### src/rtl/design_select_pkg.sv
`default_nettype none
// ============================================================================
// Package  : design_select_pkg
// Desc     : Shared types and default sizing for the design-select controller.
// Revision : 1.0 - initial release
// ============================================================================
package design_select_pkg;

    // Controller phases: steady operation, debounce of a new select, and the
    // design reset pulse that follows every commit (and power-on).
    typedef enum logic [1:0] {
        ST_RUN    = 2'd0,
        ST_SETTLE = 2'd1,
        ST_PULSE  = 2'd2
    } state_e;

    localparam int DEF_NUM_IO         = 12;
    localparam int DEF_SEL_W          = 6;
    localparam int DEF_STABLE_CYC     = 4;
    localparam int DEF_SWITCH_RST_CYC = 8;

    // Larger of two integers, used to size the shared phase counter.
    function automatic int max_int(input int a, input int b);
        return (a > b) ? a : b;
    endfunction

endpackage : design_select_pkg
`default_nettype wire

### src/rtl/design_select_ctrl_if.sv
`default_nettype none
// ============================================================================
// Interface: design_select_ctrl_if
// Desc     : Pad-side select/io inputs and design-side select/io/reset outputs
//            of the design-select controller.
// Revision : 1.0 - initial release
// ============================================================================
interface design_select_ctrl_if
    import design_select_pkg::*;
#(
    parameter int NUM_IO = DEF_NUM_IO,
    parameter int SEL_W  = DEF_SEL_W
);
    logic [SEL_W-1:0]  des_sel_raw;
    logic [NUM_IO-1:0] io_raw;
    logic              sync_inputs;
    logic              hold_on_switch;
    logic [SEL_W-1:0]  des_sel;
    logic [NUM_IO-1:0] des_io_in;
    logic              des_reset;
    logic              switching;

    // Stimulus side: drives pads and mode bits, observes the controller.
    modport master (
        output des_sel_raw, io_raw, sync_inputs, hold_on_switch,
        input  des_sel, des_io_in, des_reset, switching
    );

    // Controller side.
    modport slave (
        input  des_sel_raw, io_raw, sync_inputs, hold_on_switch,
        output des_sel, des_io_in, des_reset, switching
    );
endinterface : design_select_ctrl_if
`default_nettype wire

### src/rtl/sync2.sv
`default_nettype none
// ============================================================================
// Module   : sync2
// Desc     : Parameterised-width two-flop synchronizer with asynchronous
//            active-low clear.
// Revision : 1.0 - initial release
// ============================================================================
module sync2 #(
    parameter int WIDTH = 1
) (
    input  wire logic             clock,
    input  wire logic             reset_n,
    input  wire logic [WIDTH-1:0] d,
    output logic      [WIDTH-1:0] q
);
    logic [WIDTH-1:0] meta_q;
    logic [WIDTH-1:0] sync_q;

    // Two back-to-back flops; the first may go metastable, the second settles.
    always_ff @(posedge clock or negedge reset_n) begin
        if (!reset_n) begin
            meta_q <= '0;
            sync_q <= '0;
        end else begin
            meta_q <= d;
            sync_q <= meta_q;
        end
    end

    assign q = sync_q;

endmodule : sync2
`default_nettype wire

### src/rtl/design_select_ctrl.sv
`default_nettype none
// ============================================================================
// Module   : design_select_ctrl
// Desc     : Commits a pad-level design select to the design mux, issues a
//            fixed-length design reset on every commit and on power-on, and
//            conditions the design inputs (1- or 2-flop path, optional freeze
//            while switching).
// Config   : DES_SEL_DEBOUNCE_EN - when defined, a new select must stay
//            stable for STABLE_CYC cycles before it is committed; otherwise a
//            changed select is committed immediately.
// Revision : 1.0 - initial release
// ============================================================================
module design_select_ctrl
    import design_select_pkg::*;
#(
    parameter int NUM_IO         = DEF_NUM_IO,
    parameter int SEL_W          = DEF_SEL_W,
    parameter int STABLE_CYC     = DEF_STABLE_CYC,
    parameter int SWITCH_RST_CYC = DEF_SWITCH_RST_CYC
) (
    input  wire logic          clock,
    input  wire logic          reset_n,
    design_select_ctrl_if.slave bus
);
    // One counter serves both the settle window and the reset pulse; sized so
    // the larger terminal count fits without wrapping.
    localparam int              CNT_W      = $clog2(max_int(STABLE_CYC, SWITCH_RST_CYC)) + 1;
    localparam logic [CNT_W-1:0] PULSE_LAST = CNT_W'(SWITCH_RST_CYC - 1);
`ifdef DES_SEL_DEBOUNCE_EN
    localparam logic [CNT_W-1:0] SETTLE_LAST = CNT_W'(STABLE_CYC - 1);
`endif

    state_e            state_q,     state_d;
    logic [CNT_W-1:0]  cnt_q,       cnt_d;
    logic [SEL_W-1:0]  des_sel_q,   des_sel_d;
    logic              des_reset_q, des_reset_d;
`ifdef DES_SEL_DEBOUNCE_EN
    logic [SEL_W-1:0]  cand_q,      cand_d;
`endif

    logic [NUM_IO-1:0] io_fast_q,   io_fast_d;
    logic              sync_sel_q,  sync_sel_d;
    logic [NUM_IO-1:0] hold_val_q,  hold_val_d;

    logic [SEL_W-1:0]  w_sel_s;
    logic [NUM_IO-1:0] w_io_s2;
    logic [NUM_IO-1:0] w_io_live;
    logic              w_freeze;

    sync2 #(.WIDTH(SEL_W)) u_sel_sync (
        .clock   (clock),
        .reset_n (reset_n),
        .d       (bus.des_sel_raw),
        .q       (w_sel_s)
    );

    sync2 #(.WIDTH(NUM_IO)) u_io_sync (
        .clock   (clock),
        .reset_n (reset_n),
        .d       (bus.io_raw),
        .q       (w_io_s2)
    );

    // Next-state and commit logic; the reset pulse flag follows the next state.
    always_comb begin
        state_d   = state_q;
        cnt_d     = cnt_q;
        des_sel_d = des_sel_q;
`ifdef DES_SEL_DEBOUNCE_EN
        cand_d    = cand_q;
`endif
        case (state_q)
            ST_RUN: begin
                if (w_sel_s != des_sel_q) begin
`ifdef DES_SEL_DEBOUNCE_EN
                    state_d = ST_SETTLE;
                    cand_d  = w_sel_s;
                    cnt_d   = '0;
`else
                    state_d   = ST_PULSE;
                    des_sel_d = w_sel_s;
                    cnt_d     = '0;
`endif
                end
            end
`ifdef DES_SEL_DEBOUNCE_EN
            ST_SETTLE: begin
                if (w_sel_s == des_sel_q) begin
                    // Select went back to the committed value: drop the change.
                    state_d = ST_RUN;
                    cnt_d   = '0;
                end else if (w_sel_s != cand_q) begin
                    // New candidate restarts the stability window.
                    cand_d = w_sel_s;
                    cnt_d  = '0;
                end else if (cnt_q == SETTLE_LAST) begin
                    des_sel_d = cand_q;
                    cnt_d     = '0;
                    state_d   = ST_PULSE;
                end else begin
                    cnt_d = cnt_q + CNT_W'(1);
                end
            end
`endif
            ST_PULSE: begin
                // Select changes are ignored until the pulse has completed.
                if (cnt_q == PULSE_LAST) begin
                    state_d = ST_RUN;
                    cnt_d   = '0;
                end else begin
                    cnt_d = cnt_q + CNT_W'(1);
                end
            end
            default: begin
                state_d = ST_PULSE;
                cnt_d   = '0;
            end
        endcase
        des_reset_d = (state_d == ST_PULSE);
    end

    // Controller state register; reset lands in PULSE for a power-on pulse.
    always_ff @(posedge clock or negedge reset_n) begin
        if (!reset_n) begin
            state_q     <= ST_PULSE;
            cnt_q       <= '0;
            des_sel_q   <= '0;
            des_reset_q <= 1'b1;
`ifdef DES_SEL_DEBOUNCE_EN
            cand_q      <= '0;
`endif
        end else begin
            state_q     <= state_d;
            cnt_q       <= cnt_d;
            des_sel_q   <= des_sel_d;
            des_reset_q <= des_reset_d;
`ifdef DES_SEL_DEBOUNCE_EN
            cand_q      <= cand_d;
`endif
        end
    end

    // io path selection and capture of the last value seen while running.
    always_comb begin
        io_fast_d  = bus.io_raw;
        sync_sel_d = bus.sync_inputs;
        w_io_live  = sync_sel_q ? w_io_s2 : io_fast_q;
        hold_val_d = (state_q == ST_RUN) ? w_io_live : hold_val_q;
        w_freeze   = bus.hold_on_switch && (state_q != ST_RUN);
    end

    // io registers: single-flop path, registered mode bit, and freeze value.
    always_ff @(posedge clock or negedge reset_n) begin
        if (!reset_n) begin
            io_fast_q  <= '0;
            sync_sel_q <= 1'b0;
            hold_val_q <= '0;
        end else begin
            io_fast_q  <= io_fast_d;
            sync_sel_q <= sync_sel_d;
            hold_val_q <= hold_val_d;
        end
    end

    assign bus.des_sel   = des_sel_q;
    assign bus.des_reset = des_reset_q;
    assign bus.switching = (state_q != ST_RUN);
    assign bus.des_io_in = w_freeze ? hold_val_q : w_io_live;

endmodule : design_select_ctrl
`default_nettype wire

### src/flat_wrapper.sv
// flat-port wrapper written by rule: the top's interface ports become plain ports
module design_select_ctrl_flat import design_select_pkg::*;
#(
    parameter int NUM_IO         = DEF_NUM_IO,
    parameter int SEL_W          = DEF_SEL_W,
    parameter int STABLE_CYC     = DEF_STABLE_CYC,
    parameter int SWITCH_RST_CYC = DEF_SWITCH_RST_CYC
)
  (clock, reset_n, bus_des_sel_raw, bus_io_raw, bus_sync_inputs, bus_hold_on_switch, bus_des_sel, bus_des_io_in, bus_des_reset, bus_switching);
  design_select_ctrl_if #(.NUM_IO(NUM_IO), .SEL_W(SEL_W)) bus_i ();
  input  wire logic clock;
  input  wire logic reset_n;
  input wire logic [$bits(bus_i.des_sel_raw)-1:0] bus_des_sel_raw;
  input wire logic [$bits(bus_i.io_raw)-1:0] bus_io_raw;
  input wire logic [$bits(bus_i.sync_inputs)-1:0] bus_sync_inputs;
  input wire logic [$bits(bus_i.hold_on_switch)-1:0] bus_hold_on_switch;
  output wire logic [$bits(bus_i.des_sel)-1:0] bus_des_sel;
  output wire logic [$bits(bus_i.des_io_in)-1:0] bus_des_io_in;
  output wire logic [$bits(bus_i.des_reset)-1:0] bus_des_reset;
  output wire logic [$bits(bus_i.switching)-1:0] bus_switching;
  assign bus_i.des_sel_raw = bus_des_sel_raw;
  assign bus_i.io_raw = bus_io_raw;
  assign bus_i.sync_inputs = bus_sync_inputs;
  assign bus_i.hold_on_switch = bus_hold_on_switch;
  assign bus_des_sel = bus_i.des_sel;
  assign bus_des_io_in = bus_i.des_io_in;
  assign bus_des_reset = bus_i.des_reset;
  assign bus_switching = bus_i.switching;
  design_select_ctrl #(.NUM_IO(NUM_IO), .SEL_W(SEL_W), .STABLE_CYC(STABLE_CYC), .SWITCH_RST_CYC(SWITCH_RST_CYC)) u_core (.clock(clock), .reset_n(reset_n), .bus(bus_i));
endmodule
### config.mk
export PLATFORM = sky130hd
export DESIGN_NAME = design_select_ctrl_flat
export DESIGN_NICKNAME = d
export VERILOG_FILES = /design/src/rtl/design_select_pkg.sv /design/src/rtl/design_select_ctrl_if.sv /design/src/rtl/sync2.sv /design/src/rtl/design_select_ctrl.sv /design/src/flat_wrapper.sv
export SDC_FILE = /design/constraint.sdc
export NUM_CORES = 1
export LEC_CHECK = 0
export ABC_AREA = 1
export CORE_ASPECT_RATIO = 1.75
export CORE_MARGIN = 5
export CORE_UTILIZATION = 45
export CTS_CLUSTER_DIAMETER = 120
export DETAILED_ROUTE_END_ITERATION = 10
export DONT_BUFFER_PORTS = 1
export PLACE_DENSITY_LB_ADDON = 0.25
export SYNTH_ARGS = -nofsm -noshare
export SYNTH_HDL_FRONTEND = slang
export SYNTH_HIERARCHICAL = 1
export SYNTH_SLANG_ARGS = --single-unit
export TNS_END_PERCENT = 30
### constraint.sdc
create_clock -name clock -period 1.35 [get_ports clock]
set_input_delay 0.2025 -clock clock [delete_from_list [all_inputs] [get_ports clock]]
set_output_delay 0.2025 -clock clock [all_outputs]
set_load 0.02 [all_outputs]
**The metal 3 layer**

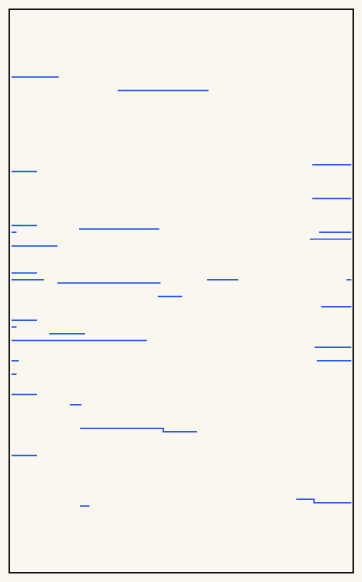
main direction	horizontal
share of all routed wire	4.7%
wire length on this layer	244 µm
nets with wire on the layer	26

**Routed metal, one colour a layer**

Two of the layers only.
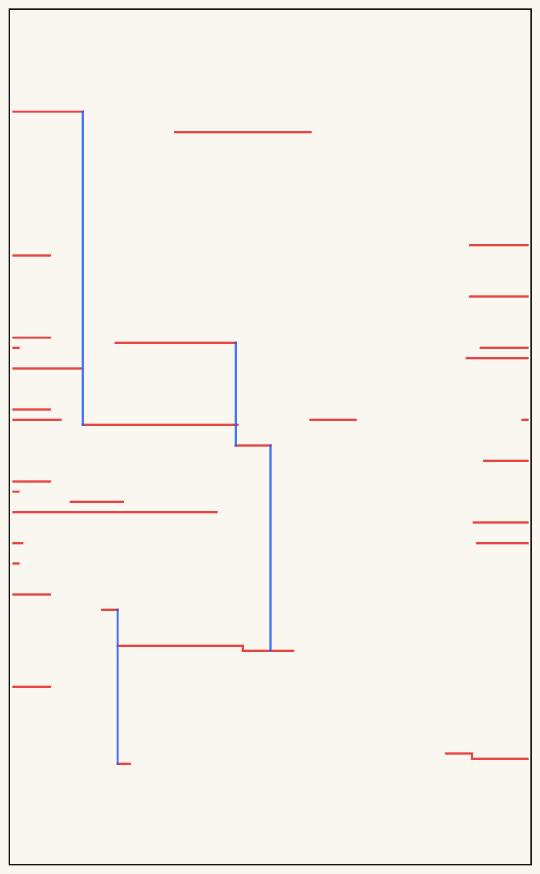
layer	colour	wire length
metal 3	red	244 µm
metal 4	blue	103 µm

==> results.cfg <==
; yosys + openroad results
[worst_setup_path]
path_class = reg2out
path_delay_family = flip-flops
startpoint_type = flop
slowest_stage = dfstp_2
cp_max_fo = 6
cp.arrival_ns = 1.40
crit_path_end = bus_des_io_in[0]
endpoint_kind = output port

[yosys]
yosysUniqueCellTypes = 27
top_logic_kind = simple AND/OR/NAND/NOR gates
floorplan.nets = 259
synth_area_per_cell_um2 = 11.6
ys_chip_area_mm2 = 0.00273
netlist_top_cells_count = dfrtp_1, nand2_1, inv_1
ys_ff = 74

[cells_and_area]
num_antenna_cells = 0
nClkBuffers = 12
inv_count = 29
fin_nets = 296
nFillCells = 515

[sta]
finalHoldViolCount = 74
hold_slack_ns = -0.448
postLayoutSetupSlackWorst_ns = -0.256
fin_worst_skew_ns = 0.00512
setup_viol = 16
fin_crit_ns = 1.61

[cts]
cts.htree.levels = 3
cts_tree = yes
clk-insertion-delay-late_ns = 0.34

[min_path]
hold_class = in2async

[power_and_ir_drop]
p_comb_mw = 0.852
powerDensity_mw_per_mm2 = 1400
clkPwrFrac = 0.305
p_total_mw = 4.85
p_seq_mw = 2.52
switching_share = 0.280

[global_routing]
grt_pass1_vias = 1855
grt_max_degree = 75

[status]
status = complete, but fails checks
failed_checks = hold timing, setup timing

[job]
maxCapViolations = 0

[detailed_routing]
wl_per_cell_um = 14.7
**Where the registers sit**

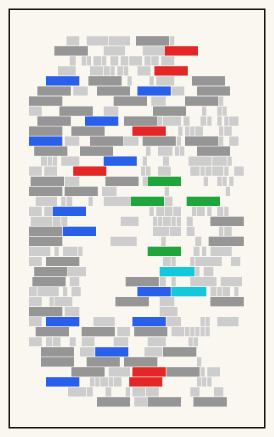
name in the netlist	colour	flops
u_core/u_sel_sync/meta_q	red	6
u_core/u_io_sync/q	blue	12
u_core/cnt_q	green	4
u_core/state_q	cyan	2

**Track usage over the die**

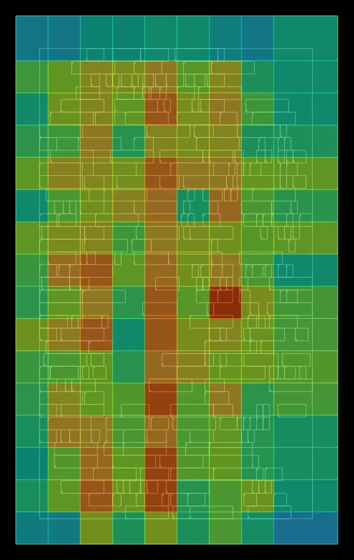
met3 Resource Use GR: 0.0526
GR Layer Usage met1: 0.165
Total GRT Usage: 0.157
M2 GR Usage: 0.268

layer usage:
layer	GRT usage	share of wire
met1	0.165	0.37
met2	0.268	0.56
met3	0.0526	0.047
met4	0.0781	0.020
met5	0	0
repair_timing:
item / CTS / global route
setup endpoints to repair: 13 / 25
gates resized: 21 / 15
pin swaps: 5 / 4
hold endpoints to repair: 105 / 74
cloned: 2 / 1
cell usage in the layout (no fill, tap or decap), types with 2 or more instances in the layout:
cell type,instances
buf_4,10
clkbuf_8,11
clkinv_2,3
dfrtp_1,71
dfstp_2,2
dlygate4sd3_1,19
inv_1,26
inv_2,2
mux2_1,3
mux2_2,9
mux2i_1,3
nand2_1,46
nand2_2,14
nand2_8,3
nand3_1,6
nand4_1,6
nor2_1,5
nor2_4,2
o21ai_1,12
o21ai_4,12
